==> config.mk <==
export PLATFORM = sky130hd
export DESIGN_NAME = bcd_event_counter_flat
export DESIGN_NICKNAME = d
export VERILOG_FILES = /design/src/rtl/bcd_event_counter_if.sv /design/src/rtl/bcd_event_counter.sv /design/src/flat_wrapper.sv
export SDC_FILE = /design/constraint.sdc
export NUM_CORES = 1
export LEC_CHECK = 0
export ABC_CLOCK_PERIOD_IN_PS = 2500
export CORE_ASPECT_RATIO = 1.5
export CORE_MARGIN = 1
export CORE_UTILIZATION = 45
export CTS_CLUSTER_DIAMETER = 150
export DETAILED_ROUTE_END_ITERATION = 10
export HOLD_SLACK_MARGIN = 0.02
export PLACE_DENSITY = 0.76
export SLEW_MARGIN = 20
export SYNTH_ARGS = -nofsm -noshare
export SYNTH_HDL_FRONTEND = slang
export SYNTH_SLANG_ARGS = --single-unit
==> constraint.sdc <==
create_clock -name clk -period 2.5 [get_ports clk]
set_clock_uncertainty 0.05 [all_clocks]
set_input_delay 0.25 -clock clk [delete_from_list [all_inputs] [get_ports clk]]
set_output_delay 0.25 -clock clk [all_outputs]
set_load 0.005 [all_outputs]
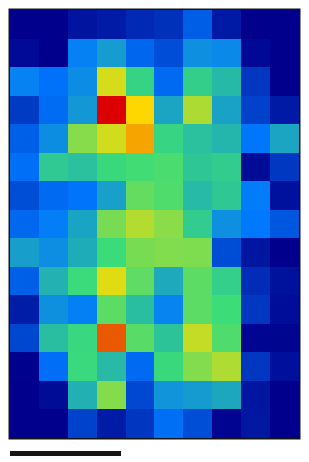
Run 1: wire density map
Scale bar: 20 um. 10 x 15 tiles, from dark blue (low) to red (high), scaled to the fullest tile. Values are wire area over tile area, all layers added.
The mean over all tiles is 0.16. The densest ninth of the die: center. 12% of the tiles are nearly empty.
Tot GR Track Use: 22.1%
via count: 1747

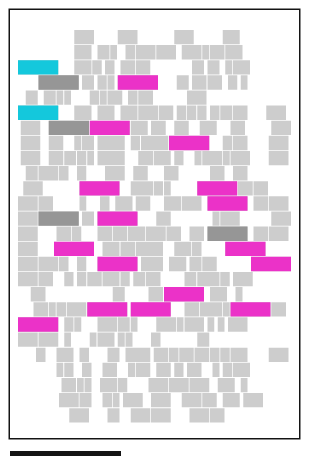
Run 1: sequential cells colored by netlist name
Scale bar: 20 um. Other sequential cells in the stronger gray, the rest of the logic in the fainter gray.
Cyan shows u_core.sync_reg, placed flops 2. Magenta shows u_core.bus.count, placed flops 16.
Seq. pwr: 0.389 mW
Seq area share: 19.8%

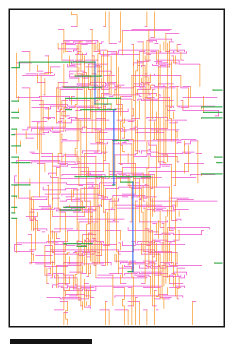
Run 1: wiring by layer
Scale bar: 20 um.
Orange shows met2, wire length 2050 um. Blue shows met4, wire length 50.3 um. Green shows met3, wire length 159 um. Magenta shows met1, wire length 1890 um.
DR WL/cell: 13.8 um
final wirelength: 4150 um

==> changes_impl.md, run 1 <==
## Flow update

* Required @ worst endpoint at 2.60 ns
* Die width at 52.0 um
* Area of the core at between 3000 and 4000 um^2
* Hold_buf cts at 0
* Async SR Flop Fraction at 0%
* Global placement routability congestion at approximately 0.85
* Filler cell count at slightly above 300
* Power density cells at around 410 nW/um^2
* Dominant logic cell type in the layout: clkdlybuf4s50_1
* DR WL met3 at 158 um
* Post-Syn Instances at ~220
* Leakage power at around 0.8 nW
* Post-Place Worst Slack at -0.124 ns
* Most frequent cells in the layout: clkdlybuf4s50_1 (39), dfxtp_1 (22), nand2_1 (20)
* Clock power share at 27.7%
* H-tree depth at 1
* CP cell instances: or4_4 > or4_4 > o221a_1 > and3b_1 > o311a_1
* Non-clock buffers at approximately 58
* Top_reg_cell synth: dfxtp_1
* Finished Core Util at 64.0%
* CP bufs+invs at 0
* Number of global-route vias before repair at around 1600
* Tmin final at around 2.4 ns
* CTS buffer count at 3
* Hold slack at around 0.36 ns
* R2R depth at 5
* Status: completed
* Min-Delay Path Depth at 1
* Largest net degree at the start of global routing at 31
* # Cells Yosys at ~220
* M1 WL at between 1500 and 2000 um
* Area-dominant cell class after layout: logic gates
* HP Class: register to register
* Signal buffers share of area at between 20% and 30%
* Fin worst setup slack at a little over 0.08 ns
* Max-Cap Viols at 0
* Critical Path AT at 2.52 ns
* Final hold violation count at 0
* Count leader, synth: dfxtp_1
* Pint at 0.656 mW
* Reg2Reg Setup Slack at just over 0.08 ns
* Post-route cell area at 2230 um^2
* Top cell area share at 26.1%
* Row cnt at 26
* Sequential cells at 22
* Clock Sinks at 22
* Clock Tree Root: clkbuf_8
* Global routing usage on met1 at ~30%
* Combinational power share at 30.0%
* Total grt overflow at 0
-- run 1: worst reg2reg max path: stages, from the launching register on --
cell	delay (ns)
dfxtp_1	0.32
or4_4	0.55
or4_4	0.54
o221a_1	0.32
and3b_1	0.21
o311a_1	0.33
-- run 1: power by group through the flow --
stage | clock, mW | sequential, mW | combinational (mW)
after floorplan | 0 | 0.393 | 0.163
after global placement | 0 | 0.397 | 0.269
after detailed placement | 0 | 0.397 | 0.273
final | 0.255 | 0.389 | 0.276
after global routing | 0.277 | 0.393 | 0.305
after CTS | 0.260 | 0.389 | 0.275
-- run 1: repair_timing --
item,4_1_cts,5_1_grt
setup endpoints to repair,0,1
resized,0,1
endpoints found under the hold margin,0,0
==> run 2: changes to the inputs <==
--- a/config.mk
+++ b/config.mk
@@ -8,11 +8,12 @@
 export ABC_CLOCK_PERIOD_IN_PS = 2500
 export CORE_ASPECT_RATIO = 1.5
 export CORE_MARGIN = 1
-export CORE_UTILIZATION = 45
+export CORE_UTILIZATION = 55
 export CTS_CLUSTER_DIAMETER = 150
 export DETAILED_ROUTE_END_ITERATION = 10
+export DONT_BUFFER_PORTS = 1
 export HOLD_SLACK_MARGIN = 0.02
-export PLACE_DENSITY = 0.76
+export PLACE_DENSITY = 0.73
 export SLEW_MARGIN = 20
 export SYNTH_ARGS = -nofsm -noshare
 export SYNTH_HDL_FRONTEND = slang
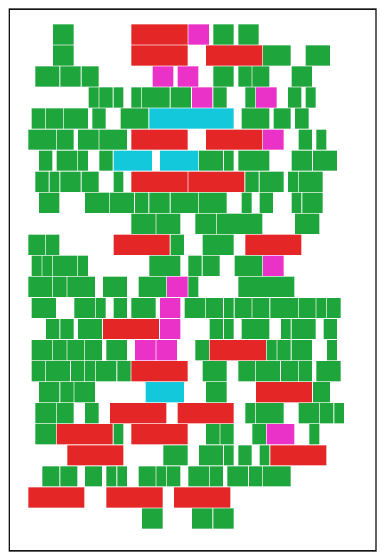
Run 2: cell classes on the final placement
Magenta shows other buffers and delay cells, cells 13. Green shows all other logic, cells 175. Cyan shows clock drivers and dummy loads, cells 4. Red shows flops, cells 22.
post-route cell area: 1820 um^2
area of the core: 2910 um^2
Seq area share: 24.2%
Finished Core Util: 62.4%
row cnt: 24

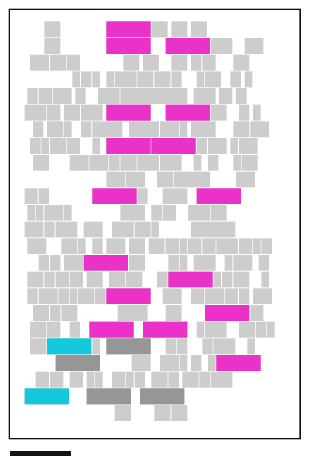
Run 2: sequential cells colored by netlist name
Scale bar: 10 um. Other sequential cells in the stronger gray, the rest of the logic in the fainter gray.
Cyan shows u_core.sync_reg, placed flops 2. Magenta shows u_core.bus.count, placed flops 16.
FF/Latch Area: 440 um^2
Seq. pwr: 0.391 mW

==> run 2 against run 1 <==
First-iteration DRC count is 13% higher. Register-to-register slack better by 0.02 ns. Synthesized cell count stayed put. Highest routed layer unchanged. Sequential cell count stayed put.
==> changes_impl.md, run 2 <==
## Flow update

* Number of global-route vias before repair at 1504 (-4.0%)
* Combinational power share at 21.0% (-9.0 points)
* Most frequent cells in the layout: dfxtp_1 (22), nand2_1 (20), o21ai_0 (19)
* Combinational logic power at 0.191 mW (-31%)
* DR WL/cell at 16.3 um (+19%)
* Required @ worst endpoint at 2.60 ns (about the same)
* Async SR Flop Fraction at 0% (unchanged)
* Die height at roughly 70 um
* Hold_buf cts at 1 (+1)
* Count leader, synth: dfxtp_1
* Sequential cells at 22 (unchanged)
* Non-clock buffers at 13 (-78%)
* Clock Sinks at 22 (unchanged)
* Post-CTS Resized at 0 (unchanged)
* Largest net degree at the start of global routing at 31 (unchanged)
* Final hold violation count at 0 (unchanged)
* Max-Cap Viols at 0 (unchanged)
* Power density cells at 502 nW/um^2 (+22%)
* Clock Tree Root: clkbuf_8
* Part of the power in registers at a little over two fifths
* HP Class: input pin to register
* Signal buffers share of area at 5.51% (-18 points)
* Setup violators final at 0
* # Cells Yosys at 220 (unchanged)
* Filler cell count at 268 (-12%)
* Die width at 47.2 um (-9.2%)
* Total grt overflow at 0 (unchanged)
* H-tree depth at 1 (unchanged)
* Pwr top: registers
* Tmin final at 2.40 ns (-0.0214 ns)
* Number of clock-tree buffers in the layout at 3
* Global placement routability congestion at 0.809 (-4.4%)
* Min-Delay Path Depth at 2 (+1)
* Clock power share at 36.2% (+8.5 points)
* CTS buffer count at 3 (unchanged)
* Leakage power at 0.645 nW (-21%)
* Status: completed
* Critical Path AT at 2.50 ns (-0.02 ns)
* Top_reg_cell synth: dfxtp_1
* Residual DRC at 0
* R2R depth at 5 (unchanged)
* Dominant logic cell type in the layout: dfxtp_1
* Tot GR Track Use at 25.8% (+3.7 points)
* Via count at 1639 (-6.2%)
* Area-dominant cell class after layout: logic gates
* Reg2Reg Setup Slack at 0.10 ns (+0.02 ns)
* Post-Syn Instances at 220 (unchanged)
* Top post-synthesis cells by count: dfxtp_1 (22), nand2_1 (20), o21ai_0 (19), clkbuf_1 (17)
[run 2: routing by layer]
| metal | GRT usage [%] | part of all wire, % |
|---|---|---|
| met1 | 32.6 | 40 |
| met2 | 44.3 | 54 |
| met3 | 1.82 | 4.2 |
| met4 | 7.94 | 1.3 |
| met5 | 0 | 0 |
[run 2: through the flow]
step                setup slack [ns]  cells  instance area, um^2  hold slack [ns]
floorplan                     0.0296    220                 1690            0.327
CTS                           0.0477    253                 1800           0.0355
detailed placement            0.0679    248                 1720            0.290
finish                         0.105    253                 1820           0.0389
global placement               0.110    248                 1720            0.281
global route                  0.0520    253                 1820           0.0403
[run 2: worst max-delay path, stage by stage (launching register included)]
cell	delay, ns
dfxtp_1	0.32
or4_4	0.54
or4_4	0.55
o221a_4	0.32
and3b_1	0.19
o311a_1	0.31
No activity file was given, so power comes from the tool's default toggle rates.
